Cell placement:
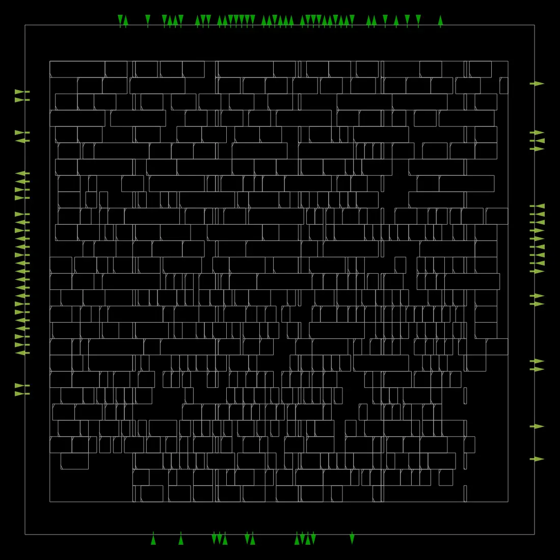
Cells coloured by class:
Fill, decap, tap and diode cells in grey.
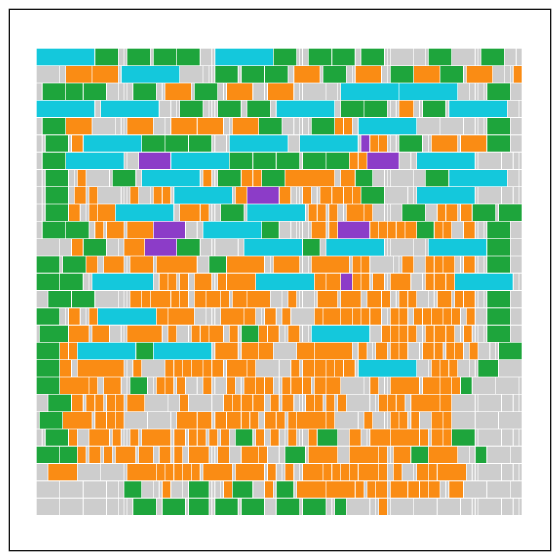
Pin placement:
Pins as bars across the die edge, other pins in grey.
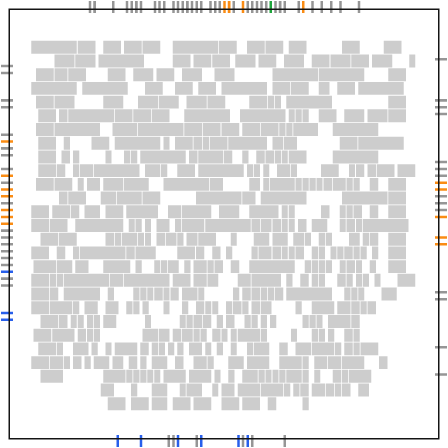
Signal wires by layer:
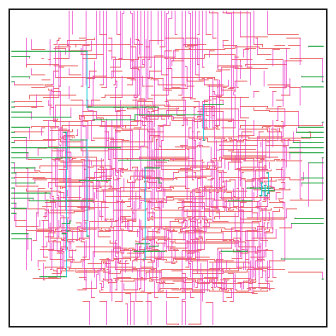
File: src/rtl/pc_fetch_unit.sv
// pc_fetch_unit: instruction-fetch and PC sequencing stage.
// Fetches one 16-bit instruction per instruction over a req/rdy handshake,
// presents it for a single execute cycle, then picks the next PC from the
// control inputs (sequential, PC-relative branch, register-indirect branch)
// or halts. The optional fetch-wait timeout is enabled by defining the
// macro FETCH_TIMEOUT_EN; without it FETCH waits indefinitely.
module pc_fetch_unit #(
    parameter logic [15:0] RESET_PC       = 16'h0000,
    parameter int          TIMEOUT_CYCLES = 64
) (
    input  logic        clk,
    input  logic        rst_n,
    input  logic        PCWrite,
    input  logic        Branch,
    input  logic        BrReg,
    input  logic [8:0]  imm9,
    input  logic [15:0] br_reg_val,
    input  logic        imem_rdy,
    input  logic [15:0] imem_data,
    output logic        imem_req,
    output logic [15:0] imem_addr,
    output logic [15:0] instr,
    output logic        instr_valid,
    output logic [15:0] pc_plus2,
    output logic        halted,
    output logic        fetch_err
);

    typedef enum logic [1:0] {
        IDLE  = 2'd0,
        FETCH = 2'd1,
        EXEC  = 2'd2,
        HALT  = 2'd3
    } state_t;

    state_t      state_q, state_d;
    logic [15:0] pc_q, pc_d;
    logic [15:0] instr_q, instr_d;
    logic [15:0] br_offset;
    logic        timeout_hit;

    // Word offset sign-extended and scaled to bytes; 6 + 9 + 1 = 16 bits.
    assign br_offset = {{6{imm9[8]}}, imm9, 1'b0};
    assign pc_plus2  = pc_q + 16'd2;

    // Outputs come straight from registered state, so reset clears them at once.
    assign imem_req    = (state_q == FETCH);
    assign imem_addr   = pc_q;
    assign instr       = instr_q;
    assign instr_valid = (state_q == EXEC);
    assign halted      = (state_q == HALT);

    // State, PC and instruction registers.
    // NOTE: sequential state uses non-blocking assignments so every register
    // samples pre-edge values, independent of statement order.
    always_ff @(posedge clk or negedge rst_n) begin
        if (!rst_n) begin
            state_q <= IDLE;
            pc_q    <= RESET_PC;
            instr_q <= '0;
        end else begin
            state_q <= state_d;
            pc_q    <= pc_d;
            instr_q <= instr_d;
        end
    end

    // Next-state and next-PC selection.
    // NOTE: every variable gets a default first so no path leaves one
    // unassigned, which would otherwise infer a latch.
    always_comb begin
        state_d = state_q;
        pc_d    = pc_q;
        instr_d = instr_q;
        case (state_q)
            IDLE: begin
                state_d = FETCH;
            end
            FETCH: begin
                // A ready in the limit cycle still completes the fetch.
                if (imem_rdy) begin
                    instr_d = imem_data;
                    state_d = EXEC;
                end else if (timeout_hit) begin
                    state_d = HALT;
                end
            end
            EXEC: begin
                // Halt is checked first so Branch/BrReg may be unknown here.
                if (!PCWrite) begin
                    state_d = HALT;
                end else begin
                    state_d = FETCH;
                    if (BrReg) begin
                        pc_d = br_reg_val;
                    end else if (Branch) begin
                        pc_d = pc_plus2 + br_offset;
                    end else begin
                        pc_d = pc_plus2;
                    end
                end
            end
            HALT: begin
                state_d = HALT;
            end
            default: begin
                state_d = IDLE;
            end
        endcase
    end

`ifdef FETCH_TIMEOUT_EN
    localparam int CNT_W = $clog2(TIMEOUT_CYCLES + 1);

    logic [CNT_W-1:0] wait_cnt_q;
    logic             fetch_err_q;

    // Limit is reached on the cycle whose stall would make the count TIMEOUT_CYCLES.
    assign timeout_hit = (state_q == FETCH) && !imem_rdy &&
                         (wait_cnt_q == CNT_W'(TIMEOUT_CYCLES - 1));
    assign fetch_err   = fetch_err_q;

    // Stall counter (zero whenever outside FETCH) and sticky timeout flag.
    always_ff @(posedge clk or negedge rst_n) begin
        if (!rst_n) begin
            wait_cnt_q  <= '0;
            fetch_err_q <= 1'b0;
        end else begin
            if (state_q != FETCH) begin
                wait_cnt_q <= '0;
            end else if (!imem_rdy) begin
                wait_cnt_q <= wait_cnt_q + 1'b1;
            end
            if (timeout_hit) begin
                fetch_err_q <= 1'b1;
            end
        end
    end
`else
    assign timeout_hit = 1'b0;
    // The limit has no effect in this build; this comparison is constant 0.
    assign fetch_err   = (TIMEOUT_CYCLES < 0);
`endif

endmodule
File: config.mk
export PLATFORM = sky130hd
export DESIGN_NAME = pc_fetch_unit
export DESIGN_NICKNAME = d
export VERILOG_FILES = /design/src/rtl/pc_fetch_unit.sv
export SDC_FILE = /design/constraint.sdc
export NUM_CORES = 1
export LEC_CHECK = 0
export ABC_AREA = 1
export CAP_MARGIN = 20
export CORE_MARGIN = 4
export CORE_UTILIZATION = 47
export CTS_BUF_LIST = sky130_fd_sc_hd__clkbuf_8
export DETAILED_ROUTE_END_ITERATION = 8
export HOLD_SLACK_MARGIN = 0.1
export PLACE_DENSITY_LB_ADDON = 0.2
export SLEW_MARGIN = 0
export SYNTH_ARGS = -nofsm -noshare
export SYNTH_HDL_FRONTEND = slang
export SYNTH_SLANG_ARGS = --single-unit
File: constraint.sdc
create_clock -name clk -period 2.8 [get_ports clk]
set_input_delay 0.84 -clock clk [delete_from_list [all_inputs] [get_ports clk]]
set_output_delay 0.84 -clock clk [all_outputs]
set_load 0.02 [all_outputs]
==> run notes <==
run results: comb_multi_in about 280, met3 usage 4.76%, H-tree depth 2, CTS tree built, IO Count 99, NetSw between 0.0004 and 0.0005 W, Layout Cells excl Fill 558, metal2 WL 3970 microns, largest net degree at the start of global routing 35, CP max stage cell clkdlybuf4s50_1, Die Width 84.9 microns, gr busiest metal met2, Syn Area/Cell ~7.4 sq um, post-synth top area share 30.6%, RR Startpoint imem_addr[2]$_DFFE_PN0P_, Data buffer area share 26.3%, final hold viol count 0, vias in the first global route 2824, Max Used Layer met4, Largest Pwr Group registers, first-pass GRT wire length 13100 microns, DR pass1 iterations 5, total negative setup slack 0 ns, synthesized net count 444, reg2reg end imem_addr[13]$_DFFE_PN0P_, Max Clock Skew 0.00740 ns, Util after Layout between 70% and 80%, ys async rst share 100%, fillcell total 476, DRT iter0 DRCs 127, Non-clock buffers around 110, synth top area cells dfrtp_1 (31%), nand2_1 (13%), ha_1 (8.1%), # setup viols final 0, worst-path cell chain ha_2 > xor2_1 > clkdlybuf4s50_1, leakage power 2.08 nW, routability cong. 0.894, yosys simple share between 30% and 40%, status completed, Max rail drop VDD 0.000307 V, leading cell type by number of instances after synthesis nand2_1, number of well taps 72, max-cap viol count 0, Setup CP Type flip-flop to output pin, Hold Path Cell Cnt 1
Back to the opening pictures, 'cell placement':
Rows: 27
flop count: 34
area of the core: 5610 sq um

Back to the opening pictures, 'cells coloured by class':
legend:
  remaining buffers and delay cells:
    colour: green
    cells: 111
    share_of_their_area: 27%
  sequential cells:
    colour: cyan
    cells: 34
    share_of_their_area: 22%
  clock drivers and dummy loads:
    colour: purple
    cells: 8
    share_of_their_area: 2.3%
  combinational and other logic:
    colour: orange
    cells: 333
    share_of_their_area: 49%
flop share of the area: 21.2%
fin area: 4010 sq um

Back to the opening pictures, 'pin placement':
legend:
  imem_addr:
    colour: orange
    pins: 16
    direction: output
    edge: 7 west, 5 east, 4 north
  imem_rdy:
    colour: green
    pins: 1
    direction: input
    edge: north
  imm9:
    colour: blue
    pins: 9
    direction: input
    edge: 6 south, 3 west

Back to the opening pictures, 'signal wires by layer':
legend:
  metal 2:
    colour: magenta
    wire_length: 3970 microns
  metal 1:
    colour: red
    wire_length: 3450 microns
  metal 4:
    colour: cyan
    wire_length: 124 microns
  metal 3:
    colour: green
    wire_length: 423 microns
Routed WL: 7960 microns
Routed wire per std cell: 14.3 microns
gr usage total: 22.0%
via count: 2865

Power and IR drop assume default switching activity.
